==> config.mk <==
export PLATFORM = sky130hd
export DESIGN_NAME = mismatch_scoreboard
export DESIGN_NICKNAME = d
export VERILOG_FILES = /design/src/rtl/mismatch_scoreboard.sv
export SDC_FILE = /design/constraint.sdc
export NUM_CORES = 1
export LEC_CHECK = 0
export CAP_MARGIN = 20
export CELL_PAD_IN_SITES_DETAIL_PLACEMENT = 2
export CELL_PAD_IN_SITES_GLOBAL_PLACEMENT = 2
export CORE_ASPECT_RATIO = 1.75
export CORE_MARGIN = 10
export CORE_UTILIZATION = 31
export CTS_BUF_LIST = sky130_fd_sc_hd__clkbuf_16
export DETAILED_ROUTE_END_ITERATION = 16
export GPL_TIMING_DRIVEN = 0
export PLACE_DENSITY = 0.8
export RECOVER_POWER = 50
export SETUP_SLACK_MARGIN = 0.05
export SLEW_MARGIN = 30
export SYNTH_ARGS = -nofsm -noshare
export SYNTH_HDL_FRONTEND = slang
export SYNTH_SLANG_ARGS = --single-unit
==> constraint.sdc <==
create_clock -name clk -period 2 [get_ports clk]
set_input_delay 0.6 -clock clk [delete_from_list [all_inputs] [get_ports clk]]
set_output_delay 0.6 -clock clk [all_outputs]
set_load 0.005 [all_outputs]
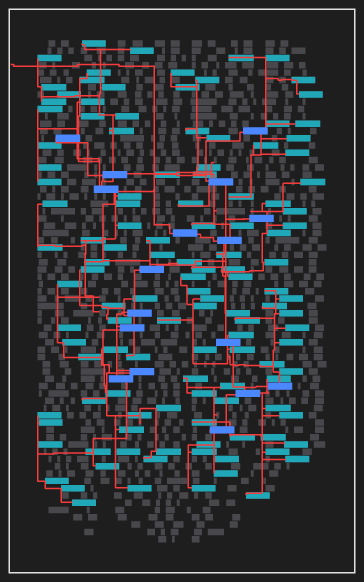
Run 1: routed clock nets over the placement
- red: clock wires (length 2,170 um)
- cyan: flip-flops (count 123)
- blue: clock drivers (count 17)
- routed clock nets: 18
- flops lie: widely spread
Clk pwr share: 46.5%
Insertion Delay late pin: 430 ps
power in the clock group: 0.00286 W

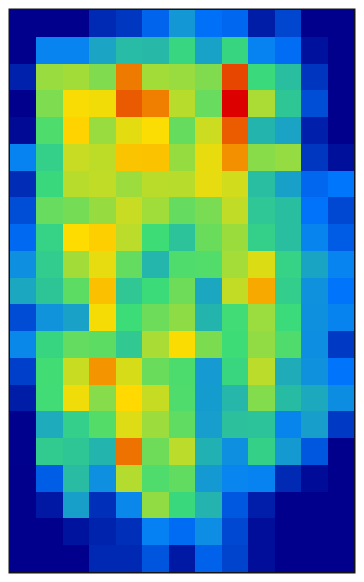
Run 1: wire density map
13 x 21 tiles, from dark blue (low) to red (high), scaled to the fullest tile. Values are wire area over tile area, all layers added.
- fullest tile: 0.48
- mean over tiles: 0.19
- densest ninth of the die: top middle
- nearly empty tiles: 11%
- tiles over half the peak: 39%
- emptiest ninth of the die: bottom right
vias: 6,680
GRT Overall Usage: 22.9%
drt wl/cell: 26.6 um
Post-Route WL: 32,600 um

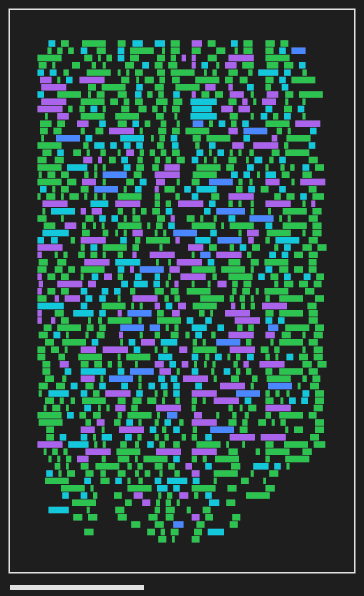
Run 1: sizing map
Bar = 50 um.
- purple: _2 cells (cells 127)
- cyan: _3 and _4 cells (cells 186)
- green: _0 and _1 cells (cells 638)
- blue: _6 and larger (cells 25)
final worst slack: 33.6 ps
Design Area, Final: 10,300 um2

==> flow_metrics.tcl <==
# yosys + openroad results
set metrics [dict create \
    cts.sinks 123 \
    drtAntennaViolNets 0 \
    synthTopCellsByCount "dfrtp_1 (123), nor2_1 (97), xnor2_1 (51)" \
    buffers 313 \
    ff_latch_area_um2 3140 \
    core_um2 20300 \
    num_rows 69 \
    yosysTopAreaCell "dfrtp_1" \
    viasPerCell 5.45 \
    io_pins 143 \
    fin_worst_skew_ps 10.5 \
    p_int_w 0.00448 \
    floorplan.nets 683 \
    hold_buffers 0 \
    seq_cell_power_w 0.00260 \
    logic_gates 501 \
    utilization_pct 50.7 \
    synth_flops 123 \
    yosysCellCount 657 \
    cp_num_buf_inv 2 \
    syn-instance-count 657 \
    worstMarginPinSlew_ps 995 \
    crit_path_max_fanout 10 \
    globalRoute.totalOverflow 0 \
    grt_max_degree 65 \
    finalSetupTns_ps 0 \
    max_slew_margin_pct 33.7 \
    drc 0 \
    drv_slew 0 \
    post_cts_buffers 118 \
    place_ws_ps -981 \
    area_growth_pct 61.5 \
    root_buffer "clkbuf_16" \
    antenna_found_initial 1 \
    layout.area.comb_um2 3730 \
    nonClkBufAreaFrac_pct 24.9 \
    cts_resized 171 \
    fillCellCount 2030 \
    initialDrtViolationCount 416 \
    finalSetupViolCount 0 \
    cap_violations 0 \
    total_power_w 0.00617 \
    gp_congestion 0.833 \
    ys_sh_mux_pct 4.08 \
    dp_hpwl_um 18000 \
    ir_drop_v 0.000550 \
    worstPathCellList "buf_2, buf_2, o21ai_2, nor4b_2, nand3b_1, o211a_1" \
    inverters_excl_clock 8 \
    hold_violations 0 \
    p_sw_share_pct 27.3 \
    pwr_density_cell_nw_per_um2 599 \
    power_leader "the clock network" \
    seq_share_pct 30.5 \
    timing.final.crit_share_pct 98.3 \
    switching_power_w 0.00168 \
    initCoreUtil_pct 31.4 \
    sh_comb_area_pct 36.3 \
    numSequentialCells 123 \
    p_leak_nw 4.54 \
    fmax_ghz 0.509 \
    cts_max_level 4 \
    grt_first_pass_wirelength_um 48100 \
    clk_share_pct 5.03 \
    rsz0062_at_grt "yes" \
    ys_sh_simple_pct 24.1 \
    worst-r2r-cell-count 7 \
    fa_ha_area_share_pct 1.18 \
    warning_count 29 \
    xor_share_pct 10.7 \
    synthTopCellsByArea "dfrtp_1 (48%), xnor2_1 (7.0%), nor2_1 (5.7%), xor2_1 (3.7%), mux2i_1 (3.1%)" \
    clkTransAtPathRegs_ps 60 \
    topCombFamilyByArea "simple AND/OR/NAND/NOR gates" \
    powerComb_w 0.000708 \
    final_nets 990 \
    whs_ps 83.8 \
    diodes 1 \
    n_tap_cell 248 \
    clock_path_buffers 2 \
    synth.distinct_cells 59 \
    largest_reg_flops 64 \
    syn_area_per_cell_um2 9.70 \
    path_class "in -> reg" \
    flop_cell "dfrtp_1" \
    grt_pass1_vias 7950 \
    cp.arrival_ps 2270 \
    drive_above_1_share_pct 34.6 \
    dieArea_um2 26900 \
    cts_buffers 17 \
    ys_sh_aoi_pct 9.32 \
    ys_area_um2 6370 \
    critPathTopFamily "buffers and inverters" \
    dr.pass1.iters 5 \
    yosysWarnings 0 \
    placed_cells 1046 \
    startpoint_type "input port" \
    top_area_share_pct 48.3 \
    postSynthSeqShare_pct 48.3 \
    cts_tree "done" \
    placed_cell_area_um2 8170 \
    syn_area_um2 6370 \
    die_h_um 210 \
    outcome "complete, no violations" \
    min_path_type "in -> async" \
    die_w_um 128 \
    rrSetupSlack_ps 40 \
    share_comb_of_total_power_pct 11.5 \
    biggestCellCategory "combinational gates" \
    cpMostUsedCell "buf_2" \
    worstSetupEndpointType "register" \
    cpMaxStageDelayCell "nor4b_2" \
    finalNonFillerCells 1225 \
    seqPwrFrac_pct 42.1 \
    most_common_cell "dfrtp_1" \
    cp_num_cells 6 \
    synthArstFlopShare_pct 100 \
    crit_path_max_incr_delay_ps 440 \
    synth-edff-count 0 \
    port-buffer-count 140 \
    worstPathRequired_ps 2310 \
    period_minus_slack_ps 1970 \
    clock_buffers 17 \
]
-- run 1: placed cells by master (no fill, tap or decap), types with 19 or more instances in the layout --
cell type        instances
nand2_1                 40
buf_4                  146
mux2i_1                 20
nor2_1                  94
a21oi_1                 31
clkdlybuf4s25_1         28
nand4_1                 20
dfrtp_2                 46
dlygate4sd2_1           45
xor2_1                  19
nand3_1                 26
xnor2_1                 51
dfrtp_1                 77
clkdlybuf4s50_1         43
-- run 1: layer usage --
layer / vias to the layer above / share of wire, % / wire, um / track usage (%)
met5: - / 0 / 0 / 0
met4: 0 / 4.6 / 1480 / 9.74
met3: 89 / 3.6 / 1190 / 4.31
met2: 198 / 57 / 18600 / 44.8
met1: 3447 / 35 / 11400 / 22.1
li1: 2946 / - / - / -
Power is estimated from default activity; no workload was simulated.
